File: config.mk
export PLATFORM = sky130hd
export DESIGN_NAME = button_scan_controller_flat
export DESIGN_NICKNAME = d
export VERILOG_FILES = /design/src/rtl/button_scan_controller_if.sv /design/src/rtl/button_scan_controller.sv /design/src/flat_wrapper.sv
export SDC_FILE = /design/constraint.sdc
export NUM_CORES = 1
export LEC_CHECK = 0
export CELL_PAD_IN_SITES_DETAIL_PLACEMENT = 0
export CELL_PAD_IN_SITES_GLOBAL_PLACEMENT = 1
export CORE_ASPECT_RATIO = 1.5
export CORE_MARGIN = 4
export CORE_UTILIZATION = 30
export DETAILED_ROUTE_END_ITERATION = 12
export PLACE_DENSITY_LB_ADDON = 0.1
export SETUP_SLACK_MARGIN = 0.15
export SLEW_MARGIN = 20
export SYNTH_ARGS = -nofsm -noshare
export SYNTH_HDL_FRONTEND = slang
export SYNTH_SLANG_ARGS = --single-unit
File: constraint.sdc
create_clock -name clk -period 1.9 [get_ports clk]
set_input_delay 0.38 -clock clk [delete_from_list [all_inputs] [get_ports clk]]
set_output_delay 0.38 -clock clk [all_outputs]
set_load 0.05 [all_outputs]
File: src/rtl/button_scan_controller_if.sv
`default_nettype none
// ============================================================================
// Module      : button_scan_controller_if
// Description : Event-queue handshake between the button scan controller and
//               the game logic that drains it.
//                 read_en     - consumer pops the head event
//                 event_valid - queue non-empty, head is presented
//                 event_id    - button index of the head event
//                 event_press - 1 = press, 0 = release
//                 fifo_full   - queue holds FIFO_DEPTH entries
//                 overflow    - sticky, an undelivered event was overwritten
//               master = controller side, slave = game-logic side.
// Revision    : 1.0 - initial release
// ============================================================================
interface button_scan_controller_if #(
    parameter int N_BUTTONS = 4
);
    localparam int c_id_w = (N_BUTTONS > 1) ? $clog2(N_BUTTONS) : 1;

    logic              read_en;
    logic              event_valid;
    logic [c_id_w-1:0] event_id;
    logic              event_press;
    logic              fifo_full;
    logic              overflow;

    modport master (
        input  read_en,
        output event_valid,
        output event_id,
        output event_press,
        output fifo_full,
        output overflow
    );

    modport slave (
        output read_en,
        input  event_valid,
        input  event_id,
        input  event_press,
        input  fifo_full,
        input  overflow
    );
endinterface
`default_nettype wire

File: src/rtl/button_scan_controller.sv
`default_nettype none
// ============================================================================
// Module      : button_scan_controller
// Description : Controller-pad front end. Synchronizes N raw buttons, samples
//               them on a shared prescaled tick, debounces each one with its
//               own stability counter and turns every accepted level change
//               into a press/release event. A round-robin arbiter pushes the
//               pending events into a first-word-fall-through queue.
// Ports       : clk     - system clock
//               reset_n - asynchronous reset, active-low
//               buttons - raw asynchronous button levels, 1 = pressed
//               state   - debounced level per button
//               evt     - event queue handshake (master side)
// Revision    : 1.0 - initial release
// ============================================================================
module button_scan_controller #(
    parameter int N_BUTTONS    = 4,
    parameter int TICK_DIV     = 50000,
    parameter int STABLE_TICKS = 4,
    parameter int FIFO_DEPTH   = 4
) (
    input  wire logic                  clk,
    input  wire logic                  reset_n,
    input  wire logic [N_BUTTONS-1:0]  buttons,
    output      logic [N_BUTTONS-1:0]  state,
    button_scan_controller_if.master   evt
);

    localparam int c_id_w  = (N_BUTTONS > 1) ? $clog2(N_BUTTONS) : 1;
    localparam int c_pre_w = (TICK_DIV > 1) ? $clog2(TICK_DIV) : 1;
    localparam int c_cnt_w = $clog2(STABLE_TICKS + 1);
    localparam int c_ptr_w = (FIFO_DEPTH > 1) ? $clog2(FIFO_DEPTH) : 1;
    localparam int c_occ_w = $clog2(FIFO_DEPTH + 1);

    localparam logic [c_pre_w-1:0] c_tick_last = c_pre_w'(TICK_DIV - 1);
    localparam logic [c_cnt_w-1:0] c_cnt_last  = c_cnt_w'(STABLE_TICKS - 1);
    localparam logic [c_ptr_w-1:0] c_ptr_last  = c_ptr_w'(FIFO_DEPTH - 1);
    localparam logic [c_occ_w-1:0] c_occ_full  = c_occ_w'(FIFO_DEPTH);
    localparam logic [c_id_w-1:0]  c_last_rst  = c_id_w'(N_BUTTONS - 1);

    // ------------------------------------------------------------------------
    // Registers
    // ------------------------------------------------------------------------
    logic [N_BUTTONS-1:0] r_sync1;
    logic [N_BUTTONS-1:0] r_sync2;
    logic [c_pre_w-1:0]   r_pre;
    logic [c_cnt_w-1:0]   r_cnt [N_BUTTONS];
    logic [N_BUTTONS-1:0] r_state;
    logic [N_BUTTONS-1:0] r_pend;
    logic [N_BUTTONS-1:0] r_kind;
    logic                 r_overflow;
    logic [c_id_w-1:0]    r_last;

    // Queue entry layout: {button index, press flag}
    logic [c_id_w:0]      r_mem [FIFO_DEPTH];
    logic [c_ptr_w-1:0]   r_wr_ptr;
    logic [c_ptr_w-1:0]   r_rd_ptr;
    logic [c_occ_w-1:0]   r_occ;

    // ------------------------------------------------------------------------
    // Combinational nets
    // ------------------------------------------------------------------------
    logic                 w_tick;
    logic [N_BUTTONS-1:0] w_differ;
    logic [N_BUTTONS-1:0] w_accept;
    logic                 w_grant;
    logic [c_id_w-1:0]    w_grant_id;
    logic                 w_push;
    logic                 w_pop;
    logic [c_id_w:0]      w_head;

    function automatic logic [c_ptr_w-1:0] ptr_next(input logic [c_ptr_w-1:0] p);
        logic [c_ptr_w-1:0] n;
        if (p == c_ptr_last) begin
            n = '0;
        end else begin
            n = p + 1'b1;
        end
        return n;
    endfunction

    // ------------------------------------------------------------------------
    // Two-flop synchronizer
    // ------------------------------------------------------------------------
    always_ff @(posedge clk or negedge reset_n) begin
        if (!reset_n) begin
            r_sync1 <= '0;
            r_sync2 <= '0;
        end else begin
            r_sync1 <= buttons;
            r_sync2 <= r_sync1;
        end
    end

    // ------------------------------------------------------------------------
    // Sample-tick prescaler
    // ------------------------------------------------------------------------
    assign w_tick = (r_pre == c_tick_last);

    always_ff @(posedge clk or negedge reset_n) begin
        if (!reset_n) begin
            r_pre <= '0;
        end else if (w_tick) begin
            r_pre <= '0;
        end else begin
            r_pre <= r_pre + 1'b1;
        end
    end

    // ------------------------------------------------------------------------
    // Per-button acceptance decode
    // ------------------------------------------------------------------------
    for (genvar gi = 0; gi < N_BUTTONS; gi++) begin : g_btn
        assign w_differ[gi] = r_sync2[gi] ^ r_state[gi];
        // The sample that completes STABLE_TICKS differing samples is the
        // one that finds the counter at STABLE_TICKS-1.
        assign w_accept[gi] = w_tick & w_differ[gi] & (r_cnt[gi] == c_cnt_last);
    end

    // ------------------------------------------------------------------------
    // Round-robin arbiter: search starts one past the last granted index
    // ------------------------------------------------------------------------
    always_comb begin : p_arb
        logic [c_id_w-1:0] sel;
        int                idx;
        w_grant    = 1'b0;
        w_grant_id = '0;
        sel        = '0;
        idx        = 0;
        for (int k = 0; k < N_BUTTONS; k++) begin
            idx = (int'(r_last) + 1 + k) % N_BUTTONS;
            sel = c_id_w'(idx);
            if (!w_grant && r_pend[sel]) begin
                w_grant    = 1'b1;
                w_grant_id = sel;
            end
        end
    end

    // Admission looks only at the registered occupancy, so a same-cycle pop
    // does not open a slot for a push into a full queue.
    assign w_push = w_grant & (r_occ != c_occ_full);
    assign w_pop  = evt.read_en & (r_occ != '0);

    // ------------------------------------------------------------------------
    // Debounce counters, debounced state, pending events, overflow, arbiter
    // ------------------------------------------------------------------------
    always_ff @(posedge clk or negedge reset_n) begin
        if (!reset_n) begin
            for (int i = 0; i < N_BUTTONS; i++) begin
                r_cnt[i] <= '0;
            end
            r_state    <= '0;
            r_pend     <= '0;
            r_kind     <= '0;
            r_overflow <= 1'b0;
            r_last     <= c_last_rst;
        end else begin
            if (w_push) begin
                r_pend[w_grant_id] <= 1'b0;
                r_last             <= w_grant_id;
            end
            for (int i = 0; i < N_BUTTONS; i++) begin
                if (w_tick) begin
                    if (!w_differ[i]) begin
                        r_cnt[i] <= '0;
                    end else if (w_accept[i]) begin
                        r_cnt[i]   <= '0;
                        r_state[i] <= r_sync2[i];
                    end else begin
                        r_cnt[i] <= r_cnt[i] + 1'b1;
                    end
                end
                // Placed after the grant clear so a same-cycle set wins; the
                // entry pushed this cycle still carries the previous kind.
                if (w_accept[i]) begin
                    r_pend[i] <= 1'b1;
                    r_kind[i] <= r_sync2[i];
                    if (r_pend[i]) begin
                        r_overflow <= 1'b1;
                    end
                end
            end
        end
    end

    // ------------------------------------------------------------------------
    // Event queue (circular buffer, head read combinationally)
    // ------------------------------------------------------------------------
    always_ff @(posedge clk or negedge reset_n) begin
        if (!reset_n) begin
            for (int m = 0; m < FIFO_DEPTH; m++) begin
                r_mem[m] <= '0;
            end
            r_wr_ptr <= '0;
            r_rd_ptr <= '0;
            r_occ    <= '0;
        end else begin
            if (w_push) begin
                r_mem[r_wr_ptr] <= {w_grant_id, r_kind[w_grant_id]};
                r_wr_ptr        <= ptr_next(r_wr_ptr);
            end
            if (w_pop) begin
                r_rd_ptr <= ptr_next(r_rd_ptr);
            end
            case ({w_push, w_pop})
                2'b10:   r_occ <= r_occ + 1'b1;
                2'b01:   r_occ <= r_occ - 1'b1;
                default: r_occ <= r_occ;
            endcase
        end
    end

    // ------------------------------------------------------------------------
    // Outputs
    // ------------------------------------------------------------------------
    assign w_head          = r_mem[r_rd_ptr];
    assign state           = r_state;
    assign evt.event_valid = (r_occ != '0);
    assign evt.fifo_full   = (r_occ == c_occ_full);
    assign evt.event_id    = w_head[c_id_w:1];
    assign evt.event_press = w_head[0];
    assign evt.overflow    = r_overflow;

endmodule
`default_nettype wire

File: src/flat_wrapper.sv
// flat-port wrapper written by rule: the top's interface ports become plain ports
module button_scan_controller_flat 
#(
    parameter int N_BUTTONS    = 4,
    parameter int TICK_DIV     = 50000,
    parameter int STABLE_TICKS = 4,
    parameter int FIFO_DEPTH   = 4
)
  (clk, reset_n, buttons, state, evt_read_en, evt_event_valid, evt_event_id, evt_event_press, evt_fifo_full, evt_overflow);
  button_scan_controller_if #(.N_BUTTONS(N_BUTTONS)) evt_i ();
  input  wire logic clk;
  input  wire logic reset_n;
  input  wire logic [N_BUTTONS-1:0] buttons;
  output      logic [N_BUTTONS-1:0] state;
  input wire logic [$bits(evt_i.read_en)-1:0] evt_read_en;
  output wire logic [$bits(evt_i.event_valid)-1:0] evt_event_valid;
  output wire logic [$bits(evt_i.event_id)-1:0] evt_event_id;
  output wire logic [$bits(evt_i.event_press)-1:0] evt_event_press;
  output wire logic [$bits(evt_i.fifo_full)-1:0] evt_fifo_full;
  output wire logic [$bits(evt_i.overflow)-1:0] evt_overflow;
  assign evt_i.read_en = evt_read_en;
  assign evt_event_valid = evt_i.event_valid;
  assign evt_event_id = evt_i.event_id;
  assign evt_event_press = evt_i.event_press;
  assign evt_fifo_full = evt_i.fifo_full;
  assign evt_overflow = evt_i.overflow;
  button_scan_controller #(.N_BUTTONS(N_BUTTONS), .TICK_DIV(TICK_DIV), .STABLE_TICKS(STABLE_TICKS), .FIFO_DEPTH(FIFO_DEPTH)) u_core (.clk(clk), .reset_n(reset_n), .buttons(buttons), .state(state), .evt(evt_i));
endmodule
run_1/logic_types.png
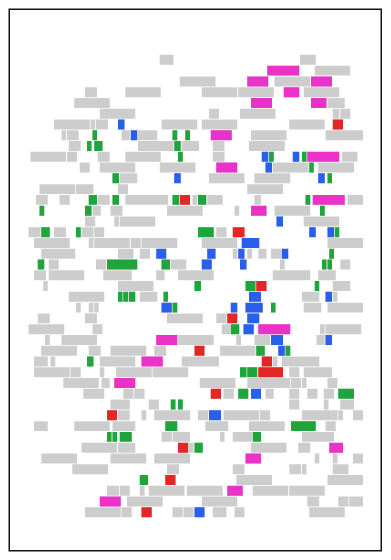
Key: magenta = multiplexers [cells 19, most used mux2_4]; blue = inverting AOI/OAI gates [cells 30, most used o21ai_0]; green = NAND gates [cells 57, most used nand2_1]; red = AND-OR and OR-AND gates [cells 13, most used a21o_1]

run_1/congestion.png
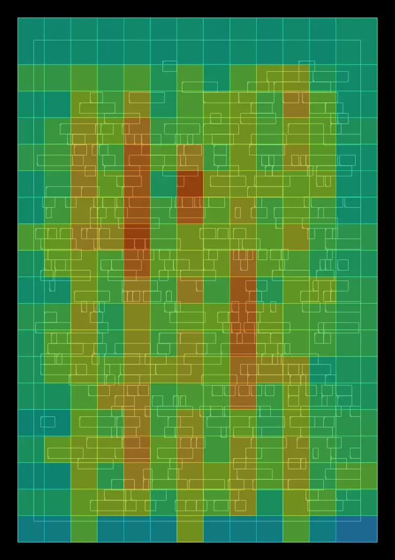
GR Util met1: 14.3%
DR WL/cell: 14.3 um
Top Usage Layer GRT: met2
GRT Overall Usage: 12.3%
GR Layer Usage met3: 2.71%

run_1/flops_by_reg.png
Bar = 20 um.
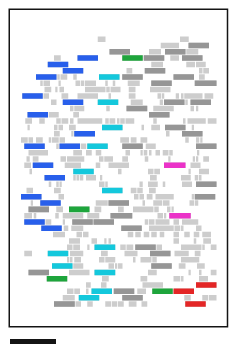
Key: blue = `u_core.r_pre` [sequential cells 16]; cyan = `u_core.r_cnt` [sequential cells 12]; green = `u_core.r_sync2` [sequential cells 4]; red = `u_core.r_occ` [sequential cells 3]; magenta = `u_core.r_last` [sequential cells 2]
Another 33 sequential cells are not colored.

==> run 1: layer usage <==
metal | routed length (um) | vias up | global-route usage [%] | part of all wire, %
met5 | 0 | - | 0 | 0
li1 | - | 1097 | - | -
met3 | 172 | 9 | 2.71 | 2.5
met4 | 161 | 0 | 5.30 | 2.3
met2 | 3770 | 19 | 21.5 | 54
met1 | 2870 | 1116 | 14.3 | 41
==> run 1: worst max-delay path: cells and delay by family (launching register included) <==
kind                   cells  cell delay (ns)
muxes                      1             0.52
DFF                        1             0.43
buffers and inverters      1             0.17
==> run 1: where the power goes <==
group,switching [mW],internal (mW)
logic,0.266,0.287
clock network,0.609,1.25
registers,0.0838,1.56
total,0.959,3.10
==> metrics.csv, run 1 <==
stage;metric;value;unit
die;io_pins;17;
cells_and_area;final_nets;356;
power_and_ir_drop;p_leak;2.03;nW
timing;finalMaxSlewViolations;0;
hold_path;hold_path_end;u_core.r_sync2[0];
cells_and_area;combGateArea;1570;um2
timing;hold_viol_final;0;
cells_and_area;buffer_area_share;9.95;%
cts;clock_latency;0.33;ns
die;n_tap_cell;144;
status;status;completed;
die;fp_util;30.9;%
routing;routed_wl;6970;um
flow_run;warning_count;32;
cells_and_area;regArea;1760;um2
timing;worstMarginPinSlew;0.560;ns
cells_and_area;comb_cells;194;
synthesis;avgSynthCellArea;11.6;um2
synthesis;synthAdderAreaFrac;4.79;%
cells_and_area;flop-count;70;
routing;drt_iter0_drc;57;
cells_and_area;stdcell_area;4330;um2
synthesis;syn_area;3290;um2
hold_path;whs_path_depth;0;
synthesis;synth_seq_share;53.2;%
cts;postCtsHoldBufs;1;
die;die-height;136;um
die;chip_area;12800;um2
placed_design;io_buffers;16;
cells_and_area;clockBufferCount;13;
==> run 1 -> run 2 <==
CTS_CLUSTER_DIAMETER = 80   (was not set)
run_2/sizes.png
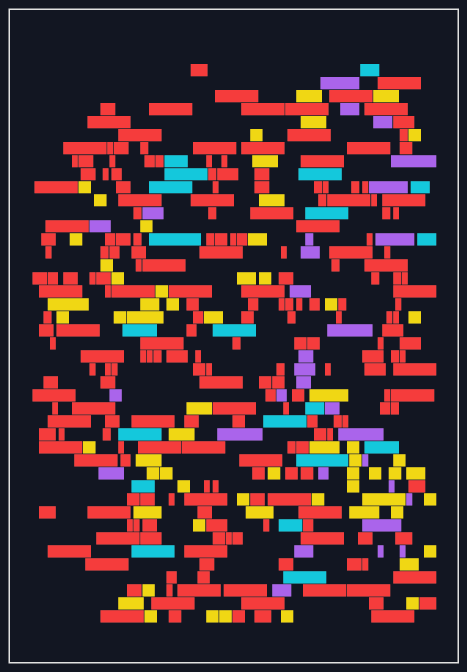
Key: red = _0 and _1 cells [cells 230, share 67%]; cyan = _6 and larger [cells 20, share 5.8%]; yellow = _3 and _4 cells [cells 62, share 18%]; purple = _2 cells [cells 30, share 8.8%]
post-route cell area: 4330 um2
Non-clock buffers: 50

==> run 2 against run 1 <==
  * Critical path depth did not move
  * Area after synthesis did not move
  * Hold slack did not move
  * Utilization unchanged
  * Highest routed layer unchanged
  * Routed wire length did not move
  * Cell count did not move
  * Sequential share of layout area is the same
  * Synthesized cell count is the same
  * Critical endpoint unchanged
  * Fmax did not move
==> metrics.csv, run 2 <==
stage;metric;value;unit
routing;post_drt_wl_per_cell;14.3;um
cells_and_area;combGateArea;1570;um2
global_route;grt_use_met1;14.3;%
status;status;completed;
cells_and_area;buffer_area_share;9.95;%
cts;clock_latency;0.33;ns
die;die-height;136;um
cells_and_area;clockBufferCount;13;
routing;wl_met3;172;um
flow_run;warning_count;32;
cells_and_area;final_nets;356;
hold_path;whs_path_depth;0;
routing;route.met2.wl;3770;um
power_and_ir_drop;p_leak;2.03;nW
synthesis;syn_area;3290;um2
routing;top_layer;met4;
cells_and_area;flop-count;70;
routing;routed_wl;6970;um
cells_and_area;stdcell_count;486;
placed_design;io_buffers;16;
die;n_tap_cell;144;
hold_path;hold_path_end;u_core.r_sync2[0];
die;chip_area;12800;um2
cts;postCtsHoldBufs;1;
routing;drt_iter0_drc;57;
worst_setup_path;path_buffers;1;
timing;hold_viol_final;0;
global_route;grt-busiest-layer;met2;
timing;finalMaxSlewViolations;0;
synthesis;avgSynthCellArea;11.6;um2
worst_setup_path;cp_num_cells;2;
die;fp_util;30.9;%
-- run 2: cell counts in the layout (fill, tap and decap cells not counted) --
Identical to the previous run, type by type.
-- run 2: logic make-up (layout without fill, tap and decap cells) --
| group | after synthesis | in the layout | synth area share, % |
|---|---|---|---|
| simple gates | 99 | 99 | 17.4 |
| flops | 70 | 70 | 53.2 |
| compound gates | 43 | 43 | 8.66 |
| xor+xnor | 21 | 21 | 5.58 |
| mux | 19 | 19 | 7.67 |
| buf+inv | 19 | 78 | 2.66 |
| fa+ha+maj | 12 | 12 | 4.79 |
-- run 2: report_power, final --
part           switching, mW  internal [mW]  leakage [nW]  total, mW
Sequential            0.0838           1.56         0.924       1.64
Combinational          0.266          0.287         0.939      0.553
Clock                  0.609           1.25         0.166       1.86
Total                  0.959           3.10          2.03       4.06
Power figures rest on the tool's default switching activity, not on a simulated workload.
